File: config.mk
export PLATFORM = sky130hd
export DESIGN_NAME = rx_bit_decoder
export DESIGN_NICKNAME = d
export VERILOG_FILES = /design/src/rtl/rx_bit_decoder.sv
export SDC_FILE = /design/constraint.sdc
export NUM_CORES = 1
export LEC_CHECK = 0
export ABC_AREA = 1
export CORE_AREA = 4 4 57 59
export DETAILED_ROUTE_END_ITERATION = 12
export DIE_AREA = 0 0 61 63
export PLACE_DENSITY_LB_ADDON = 0.25
export REMOVE_ABC_BUFFERS = 1
export SYNTH_ARGS = -nofsm -noshare
export SYNTH_HDL_FRONTEND = slang
export SYNTH_SLANG_ARGS = --single-unit
File: constraint.sdc
create_clock -name clk -period 3.56 [get_ports clk]
set_clock_uncertainty 0.1 [all_clocks]
set_input_delay 0.712 -clock clk [delete_from_list [all_inputs] [get_ports clk]]
set_output_delay 0.712 -clock clk [all_outputs]
set_load 0.05 [all_outputs]
File: src/rtl/rx_bit_decoder.sv
// ---------------------------------------------------------------------------
// rx_bit_decoder
//
// USB receive bit-level decoder. On every sample strobe it NRZI-decodes the
// synchronized D+/D- pair, strips stuffed zeros, detects EOP (two SE0
// samples) and assembles data bytes LSB-first.
//
// Optional feature macro: RX_STUFF_ERR_EN
//   defined   : a decoded 1 in the stuffed-bit slot pulses stuff_err
//   undefined : stuff_err is tied low and no error logic is built
//
// Parameters:
//   ONES_LIMIT    consecutive decoded ones after which the next bit is stuffed
//
// Ports:
//   clk           system clock
//   n_rst         asynchronous active-low reset
//   d_plus_sync   synchronized D+
//   d_minus_sync  synchronized D-
//   shift         one-clk sample strobe from the RX timer
//   enable        packet reception active (low aborts like clear)
//   clear         synchronous restart at start of packet
//   rx_byte       last completed byte, held until the next one completes
//   byte_ready    one-clk pulse: rx_byte just updated
//   stuff_bit     one-clk pulse: the next sampled bit is a stuffed bit
//   eop           one-clk pulse: end of packet detected
//   stuff_err     one-clk pulse: stuffed bit decoded as 1
// ---------------------------------------------------------------------------
module rx_bit_decoder #(
    parameter int ONES_LIMIT = 6
) (
    input  logic       clk,
    input  logic       n_rst,
    input  logic       d_plus_sync,
    input  logic       d_minus_sync,
    input  logic       shift,
    input  logic       enable,
    input  logic       clear,
    output logic [7:0] rx_byte,
    output logic       byte_ready,
    output logic       stuff_bit,
    output logic       eop,
    output logic       stuff_err
);

    localparam int ONES_W = $clog2(ONES_LIMIT + 1);
    localparam logic [ONES_W-1:0] ONES_MAX  = ONES_W'(ONES_LIMIT);
    localparam logic [ONES_W-1:0] ONES_ZERO = ONES_W'(0);
    localparam logic [ONES_W-1:0] ONES_ONE  = ONES_W'(1);

    typedef enum logic [2:0] {
        ST_IDLE  = 3'd0,
        ST_RECV  = 3'd1,
        ST_STUFF = 3'd2,
        ST_SE0   = 3'd3,
        ST_DONE  = 3'd4
    } state_t;

    // NRZI: no transition on the line means a 1
    function automatic logic nrzi_bit(input logic dp, input logic prev_dp);
        return (dp == prev_dp);
    endfunction

    state_t            state_r,      state_s;
    logic              prev_dp_r,    prev_dp_s;
    logic [ONES_W-1:0] ones_cnt_r,   ones_cnt_s;
    logic [2:0]        bit_cnt_r,    bit_cnt_s;
    logic [7:0]        shreg_r,      shreg_s;
    logic [7:0]        rx_byte_r,    rx_byte_s;
    logic              byte_ready_r, byte_ready_s;
    logic              stuff_bit_r,  stuff_bit_s;
    logic              eop_r,        eop_s;
`ifdef RX_STUFF_ERR_EN
    logic              stuff_err_r,  stuff_err_s;
`endif

    logic              sample_s;
    logic              se0_s;
    logic              dec_bit_s;
    logic              take_data_s;
    logic [ONES_W-1:0] ones_inc_s;
    logic [7:0]        shreg_in_s;

    // Next-state and next-output logic for the decoder FSM and datapath
    always_comb begin
        sample_s     = shift & enable & ~clear;
        se0_s        = ~d_plus_sync & ~d_minus_sync;
        dec_bit_s    = nrzi_bit(d_plus_sync, prev_dp_r);
        // Saturate so a glitch-recovered 1 after a stuff slot cannot wrap
        ones_inc_s   = (ones_cnt_r == ONES_MAX) ? ONES_MAX : (ones_cnt_r + ONES_ONE);
        shreg_in_s   = {dec_bit_s, shreg_r[7:1]};

        state_s      = state_r;
        prev_dp_s    = prev_dp_r;
        ones_cnt_s   = ones_cnt_r;
        bit_cnt_s    = bit_cnt_r;
        shreg_s      = shreg_r;
        rx_byte_s    = rx_byte_r;
        byte_ready_s = 1'b0;
        stuff_bit_s  = 1'b0;
        eop_s        = 1'b0;
`ifdef RX_STUFF_ERR_EN
        stuff_err_s  = 1'b0;
`endif
        take_data_s  = 1'b0;

        case (state_r)
            ST_IDLE: begin
                if (enable) begin
                    state_s = ST_RECV;
                end else begin
                    state_s = ST_IDLE;
                end
            end
            ST_RECV: begin
                if (sample_s && se0_s) begin
                    state_s = ST_SE0;
                end else if (sample_s) begin
                    take_data_s = 1'b1;
                end else begin
                    state_s = ST_RECV;
                end
            end
            ST_STUFF: begin
                if (sample_s && se0_s) begin
                    state_s = ST_SE0;
                end else if (sample_s) begin
                    // Stuffed bit: consumed for NRZI history only
                    prev_dp_s  = d_plus_sync;
                    ones_cnt_s = ONES_ZERO;
                    state_s    = ST_RECV;
`ifdef RX_STUFF_ERR_EN
                    stuff_err_s = dec_bit_s;
`endif
                end else begin
                    state_s = ST_STUFF;
                end
            end
            ST_SE0: begin
                if (sample_s && se0_s) begin
                    eop_s      = 1'b1;
                    bit_cnt_s  = 3'd0;
                    ones_cnt_s = ONES_ZERO;
                    shreg_s    = 8'h00;
                    state_s    = ST_DONE;
                end else if (sample_s) begin
                    // Lone SE0 was a glitch: this sample is ordinary data
                    take_data_s = 1'b1;
                end else begin
                    state_s = ST_SE0;
                end
            end
            ST_DONE: begin
                state_s = ST_DONE;
            end
            default: begin
                state_s = ST_IDLE;
            end
        endcase

        if (take_data_s) begin
            prev_dp_s = d_plus_sync;
            shreg_s   = shreg_in_s;
            if (bit_cnt_r == 3'd7) begin
                rx_byte_s    = shreg_in_s;
                byte_ready_s = 1'b1;
                bit_cnt_s    = 3'd0;
            end else begin
                bit_cnt_s = bit_cnt_r + 3'd1;
            end
            if (dec_bit_s && (ones_inc_s == ONES_MAX)) begin
                ones_cnt_s  = ones_inc_s;
                stuff_bit_s = 1'b1;
                state_s     = ST_STUFF;
            end else if (dec_bit_s) begin
                ones_cnt_s = ones_inc_s;
                state_s    = ST_RECV;
            end else begin
                ones_cnt_s = ONES_ZERO;
                state_s    = ST_RECV;
            end
        end else begin
            shreg_s = shreg_s;
        end

        // Restart/abort overrides everything except the held byte
        if (clear || !enable) begin
            state_s      = ST_IDLE;
            prev_dp_s    = 1'b1;
            ones_cnt_s   = ONES_ZERO;
            bit_cnt_s    = 3'd0;
            shreg_s      = 8'h00;
            rx_byte_s    = rx_byte_r;
            byte_ready_s = 1'b0;
            stuff_bit_s  = 1'b0;
            eop_s        = 1'b0;
`ifdef RX_STUFF_ERR_EN
            stuff_err_s  = 1'b0;
`endif
        end else begin
            rx_byte_s = rx_byte_s;
        end
    end

    // State, datapath and registered output flops
    always_ff @(posedge clk or negedge n_rst) begin
        if (!n_rst) begin
            state_r      <= ST_IDLE;
            prev_dp_r    <= 1'b1;
            ones_cnt_r   <= ONES_ZERO;
            bit_cnt_r    <= 3'd0;
            shreg_r      <= 8'h00;
            rx_byte_r    <= 8'h00;
            byte_ready_r <= 1'b0;
            stuff_bit_r  <= 1'b0;
            eop_r        <= 1'b0;
`ifdef RX_STUFF_ERR_EN
            stuff_err_r  <= 1'b0;
`endif
        end else begin
            state_r      <= state_s;
            prev_dp_r    <= prev_dp_s;
            ones_cnt_r   <= ones_cnt_s;
            bit_cnt_r    <= bit_cnt_s;
            shreg_r      <= shreg_s;
            rx_byte_r    <= rx_byte_s;
            byte_ready_r <= byte_ready_s;
            stuff_bit_r  <= stuff_bit_s;
            eop_r        <= eop_s;
`ifdef RX_STUFF_ERR_EN
            stuff_err_r  <= stuff_err_s;
`endif
        end
    end

    assign rx_byte    = rx_byte_r;
    assign byte_ready = byte_ready_r;
    assign stuff_bit  = stuff_bit_r;
    assign eop        = eop_r;
`ifdef RX_STUFF_ERR_EN
    assign stuff_err  = stuff_err_r;
`else
    assign stuff_err  = 1'b0;
`endif

endmodule
Fig. 1: signal wires on met1
Supply wires on this layer in gray.
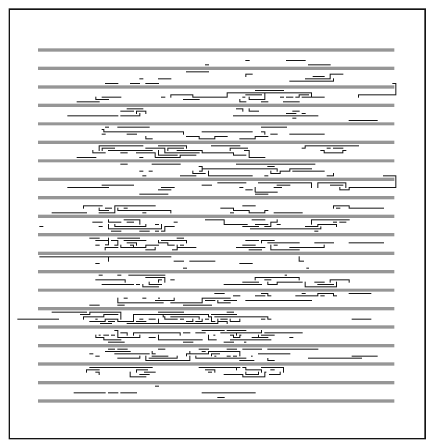
168 nets have wire on it. The wires run mostly horizontal. The longest straight run is 19.3 um. The layer carries 1060 um of wire.

Fig. 2: met2 routing
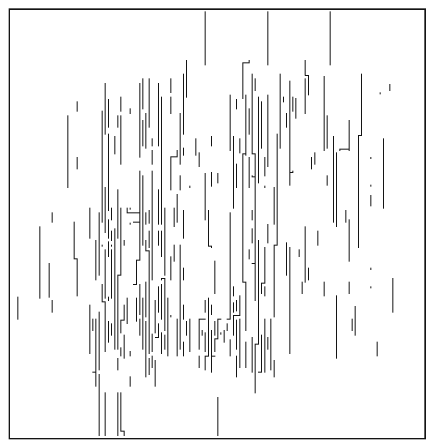
The layer holds 49% of the routed length. The longest straight run is 21.6 um. The layer carries 1200 um of wire.

Fig. 3: metal 3
Bar = 20 um.
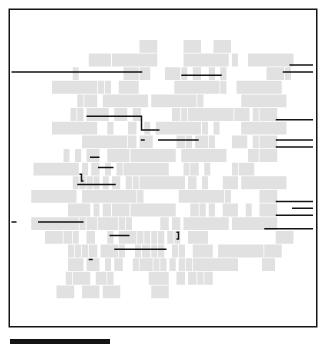
The layer holds 6.4% of the routed length. 21 nets have wire on it.
WL final: 2444 um
GRT met3 Usage: 4.132%
via count: 1047

Fig. 4: the clock network
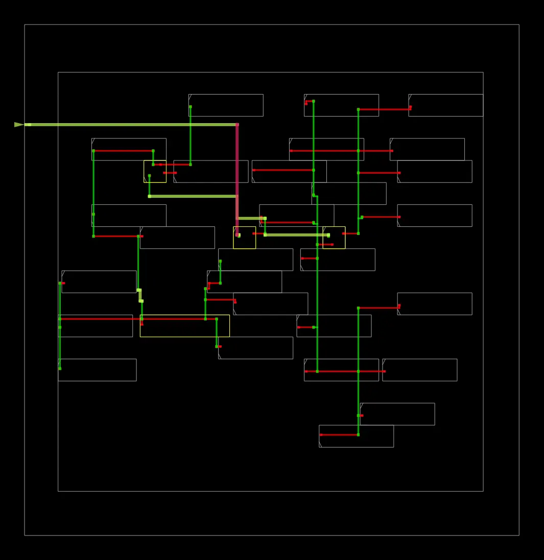
clock network power: 0.000207 W
clk sinks: 28

Fig. 5: logic cells by family
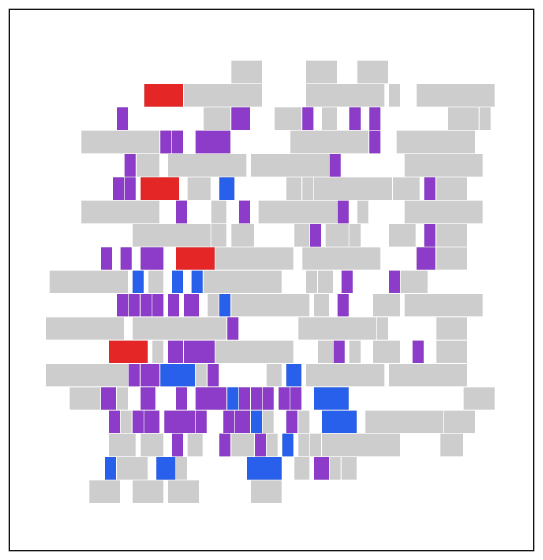
NOR gates: in blue, cells 15, most used nor2_1. NAND gates: in purple, cells 61, most used nand2_1. adder and majority cells: in red, cells 4, most used ha_1.
most frequent standard cell in the layout excluding fill and tap cells: nand2_1
Comb area share: 35.37%
tally of non-filler cells in the final layout: 205

==> results.cfg <==
; implementation run metrics
[outcome]
run_status = completed

[clock_tree]
clock_path_buffers = 2
clk_pin_slew_worst_paths_ns = 0.15
clock_tree.htree_level_count = 1
postCtsSetupBuffers = 0
clock-root-buffer = clkbuf_4
postCtsHoldBufs = 0

[setup_path]
crit_chain = clkdlybuf4s50_1
worstSetupStartpointType = flop
path_max_fanout = 2

[finish]
clock_buffer_count = 3
largest_cell_class = sequential cells
final.fill_count = 256
logic_area_sq_um = 573.1
antenna_cells_inserted = 0
seq_area_sq_um = 701.9
sh_seq_area_pct = 43.32
final_cell_mix = 46 x nand2_1, 27 x dfrtp_1, 18 x inv_1
buffer_area_share_pct = 10.97
nNetsFinal = 186

[sta]
grt_setup_unrepaired = false
report.final.hold_viol_count = 0

[grt]
grt_start_max_net_pins = 29
grt_first_pass_wirelength_um = 4195
track_usage_pct = 14.05
grt.overflow.total = 0
vias_in_the_first_global_route = 980
grt_antenna_before_repair = 0

[power]
power.clock.fraction_pct = 36.9
p_leak_nw = 0.8057
design_power_total_w = 0.0005616
power_switching_share_pct = 20.84
power.density_cell_area_nw_per_um2 = 346.6

[die]
number_of_top_level_pins = 19
well_tap_count = 31
design.die.area_sq_um = 3843
design.core.area_sq_um = 2710

[synth]
synth.top_cells.by_area = dfrtp_1 49%, nand2_1 13%, inv_1 4.9%, o21ai_2 4.5%, ha_1 3.6%
ys_sh_mux_pct = 0
synth_simple_gate_area_share_pct = 26.61
synth.logic.top_family = simple AND/OR/NAND/NOR gates

[place]
numPlacedInstances = 201
routabilityCongestion = 0.8485

[drt]
viasPerCell = 5.107

[worst_hold_path]
min_path_type = flop to flop
==> synthesized netlist by cell type <==
cell type and number:
dfstp_2 1, nand3_1 7, xor2_1 1, nor2_4 4
ha_1 4, a21oi_1 3, nand2_2 3, inv_1 18
dfrtp_1 27, o21ai_2 7, inv_2 1, buf_4 2
nand2_1 46, nand3b_1 1, o211ai_1 1, nand2_4 1
a21o_1 1, o21ai_0 9, nor3_1 2, conb_1 1
o21a_1 1, nor2_1 8, clkinv_2 1, nand3_2 3
nor2_2 1, buf_6 1
==> registers in the layout, summed over array words and instances, names as in the netlist <==
register    count
eop             1
state_r         3
ones_cnt_r      3
stuff_bit       1
bit_cnt_r       3
byte_ready      1
prev_dp_r       1
rx_byte         8
shreg_r         7
==> path summary, 6_finish.rpt <==
check | startpoint | endpoint | cells after the start
setup / recovery | rx_byte[6] | rx_byte[6] | 1
setup reg to reg | state_r[0] | bit_cnt_r[0] | 6
hold / removal | shreg_r[5] | shreg_r[5] | 2
hold reg to reg | shreg_r[5] | shreg_r[5] | 2
min in group asynchronous | n_rst | state_r[2] | 2
max in group asynchronous | n_rst | prev_dp_r | 2
==> per-stage QoR <==
stage	hold WS [ns]	cell area [sq um]	utilization (%)
floorplan	0.3164	1351	-
global placement	0.3589	1568	57.85
detailed placement	0.3708	1568	57.85
CTS	0.4034	1620	59.79
global route	0.4322	1620	59.79
finish	0.4037	1620	59.79
==> per-layer routing <==
layer	GRT usage, %	up-vias	wire, um
li1	-	522	-
met1	17.82	487	1055
met2	22.99	34	1198
met3	4.132	4	156
met4	3.523	0	34
met5	0	-	0
Power is estimated from default activity; no workload was simulated.
